Fig. 1: run 1, cell density map
35 x 36 tiles, from dark purple (low) to yellow (high), 0 to 100% covered.
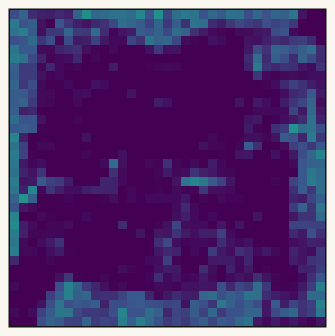
Fig. 2: run 1, clock wiring as the flow saved it
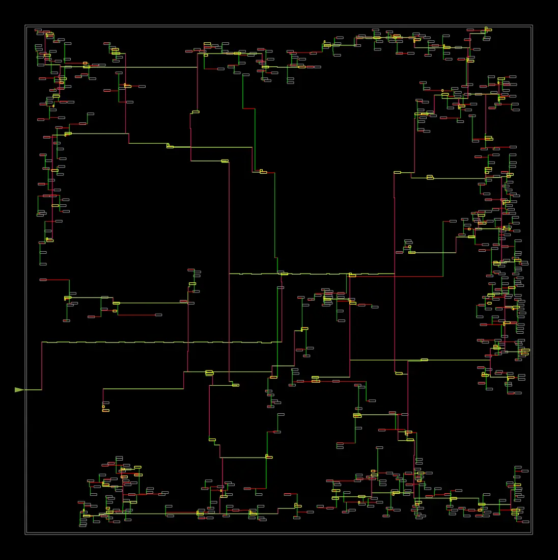
Fig. 3: run 1, sequential cells grouped by signal name
Drawn at 1 px/um. Other sequential cells in the stronger gray, the rest of the logic in the fainter gray.
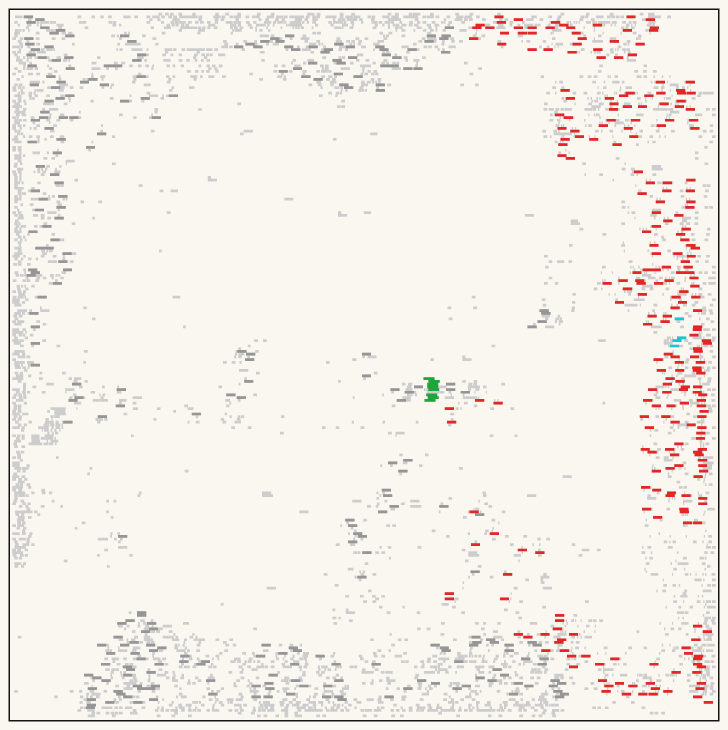
Fig. 4: run 1, I/O nets highlighted
Drawn at 1 px/um.
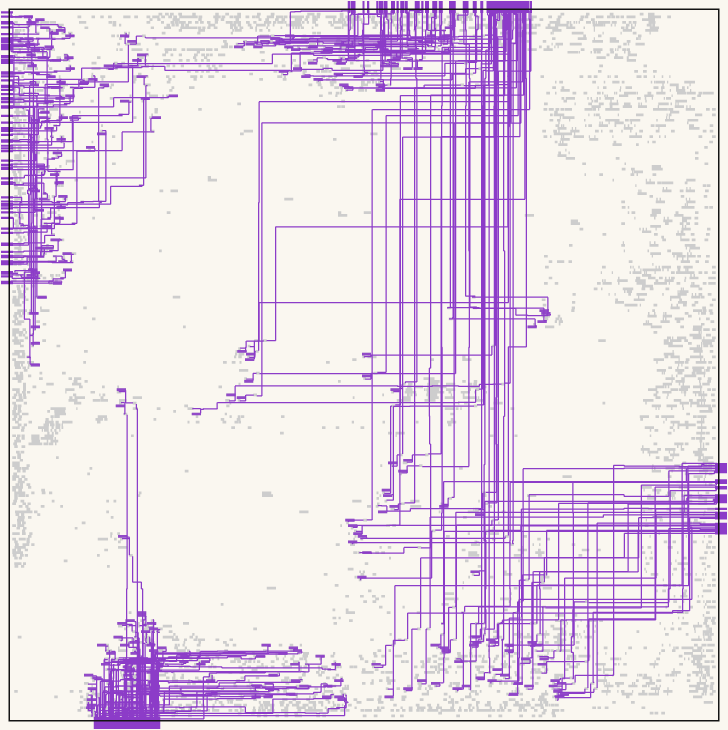
Design single_softmax_arbiter, sky130hd; sources not shown.
==> flow_summary.json, run 1 <==
{
  "fmaxAchievable_ghz": 0.147,
  "grt_pass1_vias": 32400,
  "netlist-cell-type-count": 38,
  "antenna_found_initial": 196,
  "rsz0062_at_grt": "no",
  "hold_ws_ns": 0.475,
  "fin_nets": 5705,
  "power_frac_seq_pct": 20.8,
  "logic_family": "AND-OR/OR-AND gates",
  "worstMarginPinSlew_ns": 1.29,
  "grt_start_max_net_pins": 121,
  "drtIter0Drc": 2376,
  "ys_cells": 2670,
  "min_path_cells": 1,
  "cts_htree_levels": 3,
  "ys_sh_adder_pct": 0.776,
  "path_max_fanout": 10,
  "clkPwrFrac_pct": 17.2,
  "cts_tree": "built",
  "hold_path_class": "register to register",
  "grt_pass1_wl_um": 429000,
  "gp_congestion": 1.08,
  "pre_cts_slack_ns": 1.64,
  "clock-sinks": 535,
  "cts_buffers": 92,
  "fp.dieH_um": 710,
  "ys_seq_share_pct": 53.4,
  "critical_path_class": "input pin to output pin",
  "finalNonFillerCells": 11100,
  "crit_required_ns": 6.76,
  "drive_above_1_share_pct": 5.66,
  "largest_area_cell": "dfrtp_1",
  "top_power_group": "combinational cells",
  "dieArea_mm2": 0.503,
  "drv_slew": 0,
  "combGateArea_mm2": 0.0107,
  "slew_headroom_pct": 14.0,
  "overflow": 0,
  "run_status": "finished, final reports clean",
  "rows": 259,
  "switching_share_pct": 50.8,
  "netlist_instances": 2670
}
## Picture notes: Fig. 1
mean over tiles = 9.2%
fullest tile = 51%
nearly empty tiles = 47%
emptiest ninth of the die = center
FP Core Util: 5.07%
core region area: 0.495 mm^2

## Picture notes: Fig. 2
Clock Skew: 0.0483 ns
clkbuf count: 124

## Picture notes: Fig. 3
red -> rsp_vector  # flops 256, where a vertical strip on the right
green -> u_tag_fifo.r_mem  # flops 8, where center
cyan -> rsp_valid  # flops 4, where middle right
not colored = 267
final core occ: 11.0%
Flop area: 0.0134 mm^2

## Picture notes: Fig. 4
purple -> sm_vector_a  # direction output, edge 81 top, 72 left, 71 bottom, 32 right, end cells 256, buffers 256, wire 57.5 mm
Buffers on Ports: 1811
num ports: 1812

-- run 1: layout make-up --
class                      instances  area share, %
timing repair buffer            1894           34.8
sequential                       535           24.6
multi-input combinational       1870           19.7
tap                             6525           15.0
clock buffer                     124           4.72
clock inverter                    36          0.888
antenna                           61          0.280
inverter                          10         0.0826
-- run 1: through the flow --
step	area, um^2	power (mW)
global placement	51300	20.0
detailed placement	51300	20.0
CTS	54400	24.3
floorplan	25100	10.8
finish	54500	23.4
global route	54500	25.0
-- run 1: Yosys cell counts (4+ instances only) --
cell	number
inv_1	8
a32oi_1	256
buf_2	58
nor2_1	6
and2_1	6
dfrtp_1	527
a21o_1	259
a21oi_1	259
edfxtp_1	8
ha_1	14
mux4_2	6
buf_1	23
o22ai_1	256
nor3_1	4
clkbuf_1	174
nand2_1	776
-- run 1: worst max-delay path, stage by stage --
cell,delay (ns)
clkdlybuf4s50_1,0.52
mux4_2,0.63
nor3b_1,0.57
a2bb2oi_1,0.20
a21oi_1,0.76
clkdlybuf4s50_1,0.71
-- run 1: placed cells by master, fill, tap and decap left out, drive strengths merged, types with 2 or more instances in the layout --
cell type      netlist  final
clkdlybuf4s50        0   1805
nand2              776    776
nor3                 4      4
buf                 81     89
edfxtp               8      8
dfrtp              527    527
nor3b                2      2
inv                 10     13
ha                  14     14
diode                0     61
and2                 6      6
clkinvlp             0      5
bufinv               0      9
nor2b                3      3
a2bb2oi              2      2
clkbuf             174    124
a21o               259    259
a21oi              259    259
o21ai                2      2
mux2                 2      2
a32oi              256    256
clkinv               0     19
o22ai              256    256
mux4                 6      6
xnor2                2      2
nor2                 6      6
-- run 1: per-layer routing --
metal	up-vias	share of wire, %	track usage (%)
li1	13400	-	-
met1	16300	40	16.1
met2	1762	47	22.4
met4	88	4.1	4.88
met3	529	8.4	4.56
met5	-	0.17	0
==> inputs of run 2 (changes only) <==
Settings changed: CORE_AREA 2 2 706 708 to 2 2 704 706, DIE_AREA 0 0 708 710 to 0 0 706 708.
Clock period 8.45 ns to 6.1 ns, I/O delays scaled along.
==> run 2 against run 1 <==
Effect of this change: sequential power is 39% higher; worst setup slack worse by 1.1 ns; final area rose by 0.76%; sequential share of layout area shrank 0.19 points; die area fell by 0.56%; clock skew fell by 0.014 ns; combinational power grew 47%; core utilization grew 0.16 points; clock-buffer cell count is the same; final cell count rose by 0.21%; flip-flop count is the same; via count up 0.38%; critical endpoint is now gnt[1]; largest power group unchanged.
==> flow_summary.json, run 2 <==
{
  "crit_chain": "clkdlybuf4s50_1 > mux4_2 > nor3b_1 > and2_1 > o21a_4 > clkdlybuf4s50_1",
  "netlist-cell-type-count": 38,
  "ios": 1812,
  "cts_buffers": 90,
  "crit_cells": 6,
  "drtPass1Iterations": 5,
  "seq_area_mm2": 0.0134,
  "netlist_instances": 2670,
  "rows": 258,
  "port_buffers": 1811,
  "ys_cells": 2670,
  "gp_congestion": 1.01,
  "skew_ns": 0.0344,
  "switching_share_pct": 51.2,
  "dieArea_mm2": 0.500,
  "cts_htree_levels": 3,
  "final_layout_top_logic_cell": "clkdlybuf4s50_1",
  "layout.cells.most_common_list": "1807 x clkdlybuf4s50_1, 776 x nand2_1, 527 x dfrtp_1",
  "clk_pin_slew_ns": 0.06,
  "cp_common_cell": "clkdlybuf4s50_1",
  "worstMarginPinSlew_ns": 1.38,
  "cts_tree": "built",
  "grt_pass1_vias": 33000,
  "hold_path_class": "input pin to async pin",
  "overflow": 0,
  "drv_slew": 0,
  "antenna_left": 0,
  "slew_headroom_pct": 8.04,
  "critical-path-top-delay-family": "buffers and inverters",
  "edf_count": 8,
  "critical_path_class": "input pin to output pin",
  "crit_required_ns": 4.88,
  "drive_above_1_share_pct": 6.87,
  "clkPwrFrac_pct": 16.5,
  "top_cells_by_count": "776 x nand2_1, 527 x dfrtp_1, 259 x a21o_1, 259 x a21oi_1",
  "power_frac_seq_pct": 20.2,
  "clock-sinks": 535,
  "cp_slowest_cell": "clkdlybuf4s50_1",
  "syn_area_mm2": 0.0251,
  "yosys_warnings": 0,
  "fin_nets": 5768,
  "combGateArea_mm2": 0.0107,
  "hpwlAfterDp_um": 323000,
  "slowest_delay_ns": 0.65,
  "fmaxAchievable_ghz": 0.180,
  "cp-start-kind": "input pin",
  "antenna_found_initial": 227,
  "run_status": "finished, final reports clean",
  "grt_pass1_wl_um": 449000,
  "path_max_fanout": 17,
  "yosysMostFrequentCell": "nand2_1",
  "largest_area_cell": "dfrtp_1",
  "period_minus_slack_ns": 5.55,
  "rsz0062_at_grt": "no",
  "fp.dieH_um": 708,
  "path_buffers": 2,
  "drtIter0Drc": 2182,
  "ys_seq_share_pct": 53.4,
  "grt_start_max_net_pins": 132,
  "cts.root.buffer_cell": "clkbuf_16"
}
run 2: cell counts after synthesis:
Identical to the previous run, type by type.
run 2: power groups by stage:
stage               Sequential [mW]  Clock (mW)  Combinational (mW)
global placement               6.83           0                22.2
CTS                            6.81        5.86                22.2
detailed placement             6.83           0                22.1
finish                         6.77        5.54                21.3
floorplan                      6.82           0                8.08
global route                   6.94        5.93                22.9
run 2: routing by layer:
metal	up-vias	global-route usage [%]	routed length (um)
met2	1830	23.9	176000
met3	544	4.77	32300
met4	96	3.28	10300
met1	16200	17.4	153000
met5	-	0	592
li1	13500	-	-
run 2: layout make-up:
class | instances | area share, %
timing repair buffer | 1959 | 35.6
antenna | 48 | 0.219
clock inverter | 32 | 0.779
multi-input combinational | 1870 | 19.5
clock buffer | 124 | 4.62
tap | 6500 | 14.8
inverter | 10 | 0.0820
sequential | 535 | 24.4
run 2: cells by family (layout without fill, tap and decap cells):
family          Yosys count  after routing  share of synthesized area, %
xor+xnor                  3              3                         0.105
fa+ha+maj                15             15                         0.776
compound gates         1041           1041                          28.5
buf+inv                 265           2125                          4.25
mux                       8              8                         0.627
flops                   535            535                          53.4
simple gates            803            803                          12.3
other cells               0             48                             0
run 2: metrics by stage:
step | instance area, um^2 | setup slack, ns | std cells | hold WS (ns) | total power, mW
finish | 54900 | 0.547 | 11100 | 0.342 | 33.6
global route | 54900 | 0.276 | 11000 | 0.325 | 35.8
CTS | 54800 | 0.452 | 11000 | 0.296 | 34.9
detailed placement | 51900 | 0.438 | 10900 | 0.457 | 29.0
global placement | 51900 | 0.328 | 10900 | 0.457 | 29.0
floorplan | 25100 | 1.84 | 2670 | 0.493 | 14.9
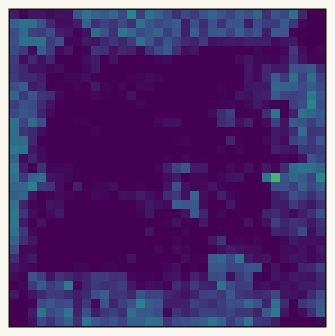
Fig. 5. Cell density map (run 2).
35 x 35 tiles, from dark purple (low) to yellow (high), 0 to 100% covered.
densest ninth of the die = upper right
nearly empty tiles = 42%
emptiest ninth of the die = center
mean over tiles = 9.3%
fullest tile = 65%
core region area: 0.492 mm^2
FP Core Util: 5.11%

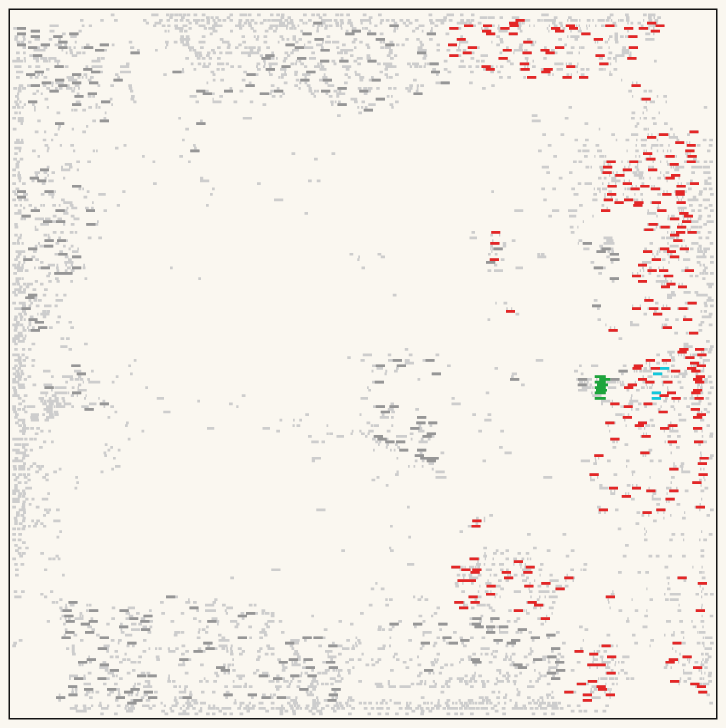
Fig. 6. Sequential cells grouped by signal name (run 2).
Drawn at 1 px/um. Other sequential cells in the stronger gray, the rest of the logic in the fainter gray.
red -> rsp_vector  # flops 256
cyan -> rsp_valid  # flops 4, where middle right
green -> u_tag_fifo.r_mem  # flops 8, where middle right
not colored = 267
final core occ: 11.2%
Seq area share: 24.4%
Seq group: 6.77 mW

Power and IR drop assume default switching activity.
